$ cat config.mk
export PLATFORM = sky130hd
export DESIGN_NAME = hilo_unit_flat
export DESIGN_NICKNAME = d
export VERILOG_FILES = /design/src/rtl/hilo_unit_if.sv /design/src/rtl/hilo_unit.sv /design/src/flat_wrapper.sv
export SDC_FILE = /design/constraint.sdc
export NUM_CORES = 1
export LEC_CHECK = 0
export CAP_MARGIN = 10
export CORE_ASPECT_RATIO = 1.25
export CORE_UTILIZATION = 30
export CTS_CLUSTER_SIZE = 8
export DETAILED_ROUTE_END_ITERATION = 10
export PLACE_DENSITY = 0.53
export SLEW_MARGIN = 20
export SYNTH_ARGS = -nofsm -noshare
export SYNTH_HDL_FRONTEND = slang
export SYNTH_SLANG_ARGS = --single-unit
$ cat constraint.sdc
create_clock -name clk -period 5.4 [get_ports clk]
set_input_delay 1.08 -clock clk [delete_from_list [all_inputs] [get_ports clk]]
set_output_delay 1.08 -clock clk [all_outputs]
set_load 0.03 [all_outputs]
$ cat src/rtl/hilo_unit_if.sv
// Request/response bundle between the EX stage and the HI/LO unit.
interface hilo_unit_if;
  logic        ex_valid;
  logic [3:0]  alusignal;
  logic [31:0] alu_hi;
  logic [31:0] alu_lo;
  logic        mthi;
  logic        mtlo;
  logic [31:0] wdata;
  logic        mfhi;
  logic        mflo;
  logic [31:0] rdata;
  logic        stall;
  logic        busy;
  logic [31:0] hi_q;
  logic [31:0] lo_q;

  modport master (
    output ex_valid, alusignal, alu_hi, alu_lo, mthi, mtlo, wdata, mfhi, mflo,
    input  rdata, stall, busy, hi_q, lo_q
  );

  modport slave (
    input  ex_valid, alusignal, alu_hi, alu_lo, mthi, mtlo, wdata, mfhi, mflo,
    output rdata, stall, busy, hi_q, lo_q
  );
endinterface

$ cat src/rtl/hilo_unit.sv
// HI/LO register unit: models mult/div completion latency, MTHI/MTLO writes,
// MFHI/MFLO reads with last-cycle forwarding, and hazard stalls.
module hilo_unit #(
  parameter int MUL_LAT = 4,
  parameter int DIV_LAT = 32
) (
  input logic       clk,
  input logic       rst_n,
  hilo_unit_if.slave bus
);
  localparam int MAX_LAT = (MUL_LAT > DIV_LAT) ? MUL_LAT : DIV_LAT;
  localparam int CW      = $clog2(MAX_LAT + 1);

  logic [CW-1:0] cnt;
  logic [31:0]   pend_hi, pend_lo, hi_r, lo_r;
  logic          is_div, md_req, mt_req, mf_req, busy, last;

  // Priority md > mt > mf; masked requests behave as if absent.
  always_comb begin
    is_div = (bus.alusignal == 4'b1111);
    md_req = bus.ex_valid & ((bus.alusignal == 4'b1001) | is_div);
    mt_req = bus.ex_valid & (bus.mthi | bus.mtlo) & ~md_req;
    mf_req = bus.ex_valid & (bus.mfhi | bus.mflo) & ~md_req & ~mt_req;
    busy   = (cnt != '0);
    last   = (cnt == CW'(1));
  end

  always_comb begin
    bus.rdata = '0;
    if (mf_req) begin
      if (bus.mfhi) bus.rdata = last ? pend_hi : hi_r;
      else          bus.rdata = last ? pend_lo : lo_r;
    end
  end

  // In the final busy cycle a read is served from pend_*, so only earlier cycles stall.
  assign bus.stall = busy & (md_req | mt_req | (mf_req & ~last));
  assign bus.busy  = busy;
  assign bus.hi_q  = hi_r;
  assign bus.lo_q  = lo_r;

  always_ff @(posedge clk or negedge rst_n) begin
    if (!rst_n) begin
      cnt     <= '0;
      pend_hi <= '0;
      pend_lo <= '0;
      hi_r    <= '0;
      lo_r    <= '0;
    end else if (!busy) begin
      if (md_req) begin
        pend_hi <= bus.alu_hi;
        pend_lo <= bus.alu_lo;
        cnt     <= is_div ? CW'(DIV_LAT) : CW'(MUL_LAT);
      end else if (mt_req) begin
        if (bus.mthi) hi_r <= bus.wdata;
        if (bus.mtlo) lo_r <= bus.wdata;
      end
    end else begin
      cnt <= cnt - CW'(1);
      if (last) begin
        hi_r <= pend_hi;
        lo_r <= pend_lo;
      end
    end
  end
endmodule
$ cat src/flat_wrapper.sv
// flat-port wrapper written by rule: the top's interface ports become plain ports
module hilo_unit_flat 
#(
  parameter int MUL_LAT = 4,
  parameter int DIV_LAT = 32
)
  (clk, rst_n, bus_ex_valid, bus_alusignal, bus_alu_hi, bus_alu_lo, bus_mthi, bus_mtlo, bus_wdata, bus_mfhi, bus_mflo, bus_rdata, bus_stall, bus_busy, bus_hi_q, bus_lo_q);
  hilo_unit_if bus_i ();
  input logic clk;
  input logic rst_n;
  input wire logic [$bits(bus_i.ex_valid)-1:0] bus_ex_valid;
  input wire logic [$bits(bus_i.alusignal)-1:0] bus_alusignal;
  input wire logic [$bits(bus_i.alu_hi)-1:0] bus_alu_hi;
  input wire logic [$bits(bus_i.alu_lo)-1:0] bus_alu_lo;
  input wire logic [$bits(bus_i.mthi)-1:0] bus_mthi;
  input wire logic [$bits(bus_i.mtlo)-1:0] bus_mtlo;
  input wire logic [$bits(bus_i.wdata)-1:0] bus_wdata;
  input wire logic [$bits(bus_i.mfhi)-1:0] bus_mfhi;
  input wire logic [$bits(bus_i.mflo)-1:0] bus_mflo;
  output wire logic [$bits(bus_i.rdata)-1:0] bus_rdata;
  output wire logic [$bits(bus_i.stall)-1:0] bus_stall;
  output wire logic [$bits(bus_i.busy)-1:0] bus_busy;
  output wire logic [$bits(bus_i.hi_q)-1:0] bus_hi_q;
  output wire logic [$bits(bus_i.lo_q)-1:0] bus_lo_q;
  assign bus_i.ex_valid = bus_ex_valid;
  assign bus_i.alusignal = bus_alusignal;
  assign bus_i.alu_hi = bus_alu_hi;
  assign bus_i.alu_lo = bus_alu_lo;
  assign bus_i.mthi = bus_mthi;
  assign bus_i.mtlo = bus_mtlo;
  assign bus_i.wdata = bus_wdata;
  assign bus_i.mfhi = bus_mfhi;
  assign bus_i.mflo = bus_mflo;
  assign bus_rdata = bus_i.rdata;
  assign bus_stall = bus_i.stall;
  assign bus_busy = bus_i.busy;
  assign bus_hi_q = bus_i.hi_q;
  assign bus_lo_q = bus_i.lo_q;
  hilo_unit #(.MUL_LAT(MUL_LAT), .DIV_LAT(DIV_LAT)) u_core (.clk(clk), .rst_n(rst_n), .bus(bus_i));
endmodule
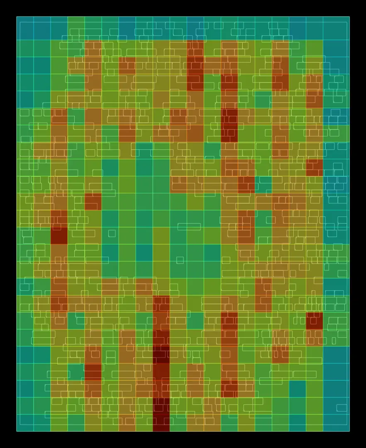
run_1/congestion_map.png
busiest grt layer: met2
All-Layer GR Usage: 18.3%
per-cell routed wire length: 20.7 um

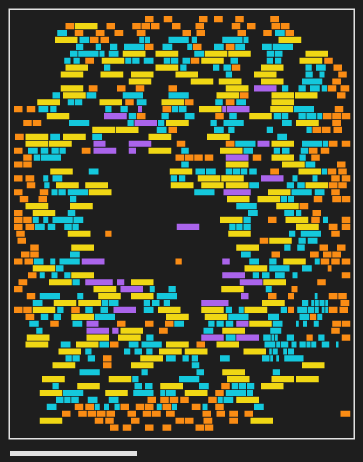
run_1/class_map.png
Bar = 50 um.
| color | class | cells | share of their area |
|---|---|---|---|
| yellow | registers | 134 | 37% |
| purple | clock drivers and dummy loads | 31 | 6.9% |
| cyan | remaining logic cells | 301 | 33% |
| orange | remaining buffers and delay cells | 211 | 23% |

==> results.txt, run 1 <==
Post-synthesis instance total: 471
Crit Path Category: in -> out
#MultiIn Comb: 298
Clock buffers: 21
Cell mode on critical path: clkdlybuf4s50_1
Flop pwr share: 34.1%
Drt drc: 0
Outcome: completed
Gp weighted congestion: 0.764
Worst R2R End: u_core.bus.lo_q[14]$_DFFE_PN0P_
Number of global-route vias before repair: 5192
Postcts setup bufs: 0
Comb power frac: 42.5%
EDFF count, synth: 0
Netlist cell types: 35
TritonCTS buffer count: 17
Worst Skew: 0.00846 ns
Least-Margin Pin Slew: 1.01 ns
Reg2Reg Depth: 6
DRT Wirelength: 19800 um
CP Max Fanout: 19
Syn Nets: 581
Bufs and invs on worst path: 3
Cts repair resizes: 0
Hpwl dp: 12800 um
Final hold viol count: 0
CP peak stage delay: 0.69 ns
Logic share of the area: 31.7%
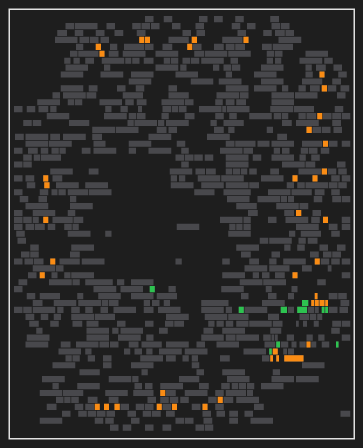
run_1/gates.png
| color | family | cells | most used |
|---|---|---|---|
| orange | nor cells | 42 | nor2b_1 |
| green | nand cells | 10 | nand2_1 |

-- run 1: routing by layer --
metal  global-route usage, %  vias to the layer above  part of all wire [%]
met3                    3.61                       19                   4.5
met5                       0                        -                     0
met4                    5.57                        0                   1.3
met1                    24.2                     2550                    45
met2                    30.1                      161                    50
li1                        -                     2187                     -
-- run 1: worst reg2reg max path, delay by kind of cell, from the launching register on --
family          cells  cell delay (ns)
fa+ha+maj           1             0.24
simple gates        2             0.93
flops               1             0.39
buf+inv             2             0.77
compound gates      1             0.44
-- run 1: cell families after synthesis --
family                   count (synthesis)  share of synthesized area (%)
multiplexers                            97                           21.9
adder cells (fa/ha/maj)                  3                          0.567
XOR/XNOR                                 4                          0.529
buffers and inverters                   39                           4.40
flip-flops                             134                           50.6
AND-OR/OR-AND                          136                           16.5
AND/OR/NAND/NOR                         58                           5.48
==> run 2: changes to the inputs <==
Clock period 5.4 ns to 4.3 ns, I/O delays scaled along.
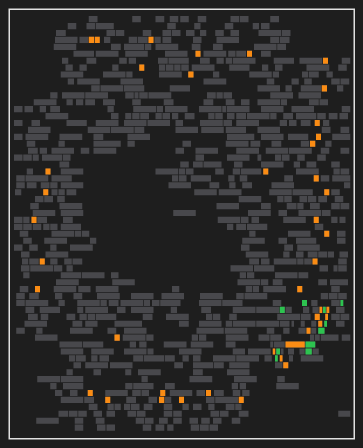
run_2/gates.png
| color | family | cells | most used | where |
|---|---|---|---|---|
| green | nand cells | 10 | nand2_1 | south-east |
| orange | nor cells | 42 | nor2b_1 | all over the die |

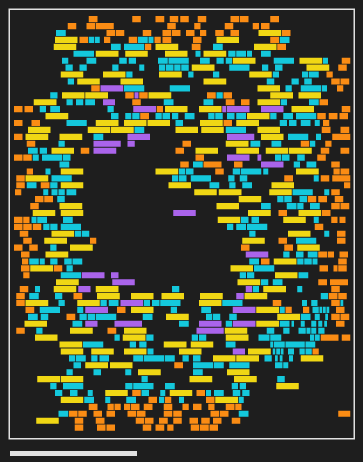
run_2/class_map.png
Bar = 50 um.
| color | class | cells | share of their area |
|---|---|---|---|
| orange | remaining buffers and delay cells | 211 | 23% |
| yellow | registers | 134 | 37% |
| cyan | remaining logic cells | 301 | 33% |
| purple | clock drivers and dummy loads | 32 | 7.1% |

==> run 2 against run 1 <==
Non-clock buffer count did not move; hold slack improved by 0.0016 ns; synthesized area did not move; synthesized cell count did not move; first-iteration DRC count rose by 32%; critical endpoint unchanged; design area rose by 0.25%; routed wire length did not move; sequential power rose by 26%.
==> results.txt, run 2 <==
Global routing usage on met2: 30.8% (was 30.1%)
Worst Skew: 0.0123 ns (was 0.00846 ns)
Met2 WL post-DR: 9880 um (was 9830 um)
Metal-1 WL: 8640 um (was 8850 um)
Comb power frac: 41.9% (was 42.5%)
Highest Signal Layer: met4 (unchanged)
Bufs and invs on worst path: 1 (was 3)
MUX share of area: 21.9% (unchanged)
TritonCTS buffer count: 17 (unchanged)
Drt drc: 0 (unchanged)
Met3 WL post-DR: 1100 um (was 896 um)
Per-cell routed wire length: 20.7 um (about the same)
Post-synthesis instance total: 471 (unchanged)
Worst R2R End: u_core.bus.lo_q[15]$_DFFE_PN0P_ (was u_core.bus.lo_q[14]$_DFFE_PN0P_)
Area fraction in compound gates: 16.5% (unchanged)
Xor/xnor share: 0.529% (unchanged)
Met1 global-route usage: 23.5% (was 24.2%)
CP Max Fanout: 32 (was 19)
Busiest grt layer: met2 (unchanged)
Final hold viol count: 0 (unchanged)
Cts repair resizes: 0 (unchanged)
All-Layer GR Usage: 18.2% (was 18.3%)
Logic share of the area: 31.6% (was 31.7%)
#MultiIn Comb: 298 (unchanged)
Gp weighted congestion: 0.796 (was 0.764)
DRT Wirelength: 19800 um (unchanged)
Netlist cell types: 35 (unchanged)
EDFF count, synth: 0 (unchanged)
Comb area leader: multiplexers (unchanged)
Postcts setup bufs: 0 (unchanged)
Least-Margin Pin Slew: 0.917 ns (was 1.01 ns)
Crit Path Category: reg -> out (was in -> out)
Hpwl dp: 12700 um (was 12800 um)
Syn Nets: 581 (unchanged)
Outcome: completed (unchanged)
## run 2: cell types whose count changed in the layout (fill, tap and decap cells not counted), sizes merged
| cell | previous run | this run |
|---|---|---|
| clkbuf | 21 | 22 |
| buf | 9 | 40 |
| clkinv | 3 | 4 |
| clkdlybuf4s50 | 202 | 170 |
| bufinv | 3 | 4 |
| inv | 6 | 5 |
## run 2: cells by family after synthesis
logic type      count (synthesis)
xor+xnor                        4
simple gates                   58
compound gates                136
buf+inv                        39
mux                            97
flops                         134
fa+ha+maj                       3
## run 2: power by group through the flow
stage	Combinational, mW	Clock [mW]	Sequential, mW
floorplan	1.15	0	2.75
global placement	2.76	0	2.21
detailed placement	2.79	0	2.25
CTS	2.79	1.63	2.23
global route	2.92	1.69	2.31
finish	2.76	1.59	2.23
==> run 3: changes to the inputs <==
Settings changed: CTS_BUF_LIST from default to sky130_fd_sc_hd__clkbuf_4 sky130_fd_sc_hd__clkbuf_8, CTS_CLUSTER_SIZE 8 to 12.
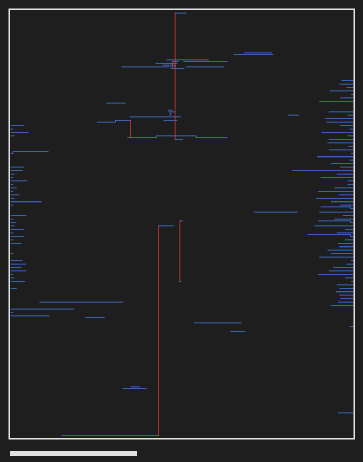
run_3/layers.png
Bar = 50 um. Two of the layers only.
| color | layer | wire length |
|---|---|---|
| red | M4 | 165 um |
| blue | M3 | 995 um |

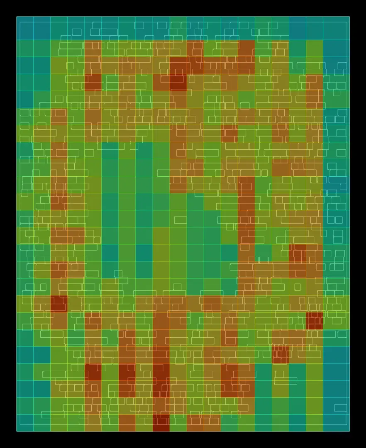
run_3/congestion_map.png
global routing usage on met2: 30.7%
GR Layer Usage met3: 3.91%
post-layout util: 42.8%
All-Layer GR Usage: 18.2%

==> run 3 against run 2 <==
Hold slack improved by 0.0034 ns; clock-buffer cell count unchanged; power decreased by 5.9%; fmax decreased by 0.54%; first-iteration DRC count decreased by 21%; critical endpoint unchanged.
==> results.txt, run 3 <==
Outcome: completed (unchanged)
CP peak stage delay: 0.66 ns (was 0.67 ns)
Std-Cell Rows: 60 (unchanged)
Met2 WL post-DR: 9960 um (was 9880 um)
Per-cell routed wire length: 20.7 um (about the same)
Post-synthesis instance total: 471 (unchanged)
Netlist cell types: 35 (unchanged)
Bufs and invs on worst path: 1 (unchanged)
Flops & latches, synth: 134 (unchanged)
Logic share of the area: 32.3% (was 31.6%)
Highest Signal Layer: met4 (unchanged)
Crit Path Category: reg -> out (unchanged)
Postcts setup bufs: 0 (unchanged)
Reg2Reg Depth: 6 (unchanged)
Top-count cell post-synth: dfrtp_1 (unchanged)
Met1 global-route usage: 23.5% (about the same)
Syn Nets: 581 (unchanged)
DRT Wirelength: 19900 um (was 19800 um)
Comb power frac: 44.5% (was 41.9%)
CP Max Fanout: 32 (unchanged)
Clock buffers: 21 (unchanged)
EDFF count, synth: 0 (unchanged)
Final hold viol count: 0 (unchanged)
Gp weighted congestion: 0.796 (unchanged)
#MultiIn Comb: 298 (unchanged)
Final setup TNS: 0 ns (unchanged)
Drt drc: 0 (unchanged)
Met3 WL post-DR: 994 um (was 1100 um)
TritonCTS buffer count: 17 (unchanged)
Max power group: combinational logic (unchanged)
Cts repair resizes: 0 (unchanged)
Worst R2R End: u_core.bus.hi_q[17]$_DFFE_PN0P_ (was u_core.bus.lo_q[15]$_DFFE_PN0P_)
Busiest grt layer: met2 (unchanged)
Least-Margin Pin Slew: 0.906 ns (was 0.917 ns)
Flop pwr share: 36.0% (was 33.9%)
Clock group total power: 1.21 mW (was 1.59 mW)
Hpwl dp: 12700 um (unchanged)
Number of global-route vias before repair: 5123 (was 5144)
==> run 3: cell counts after synthesis <==
Identical to the previous run, type by type.
==> run 3: stage by stage <==
stage                     instances  area, sq um  hold slack, ns  power [mW]
after floorplan                 471         6630           0.476        3.89
after global placement          925         8790           0.490        4.97
after detailed placement        925         8790           0.505        5.04
after CTS                       957         9240           0.522        6.27
after global routing            957         9250           0.544        6.53
final                           957         9250           0.516        6.19
==> run 3: cell families after synthesis <==
family                   count (synthesis)  share of synthesized area [%]
AND-OR/OR-AND                          136                           16.5
buffers and inverters                   39                           4.40
multiplexers                            97                           21.9
AND/OR/NAND/NOR                         58                           5.48
adder cells (fa/ha/maj)                  3                          0.567
XOR/XNOR                                 4                          0.529
flip-flops                             134                           50.6
Power and IR drop assume default switching activity.
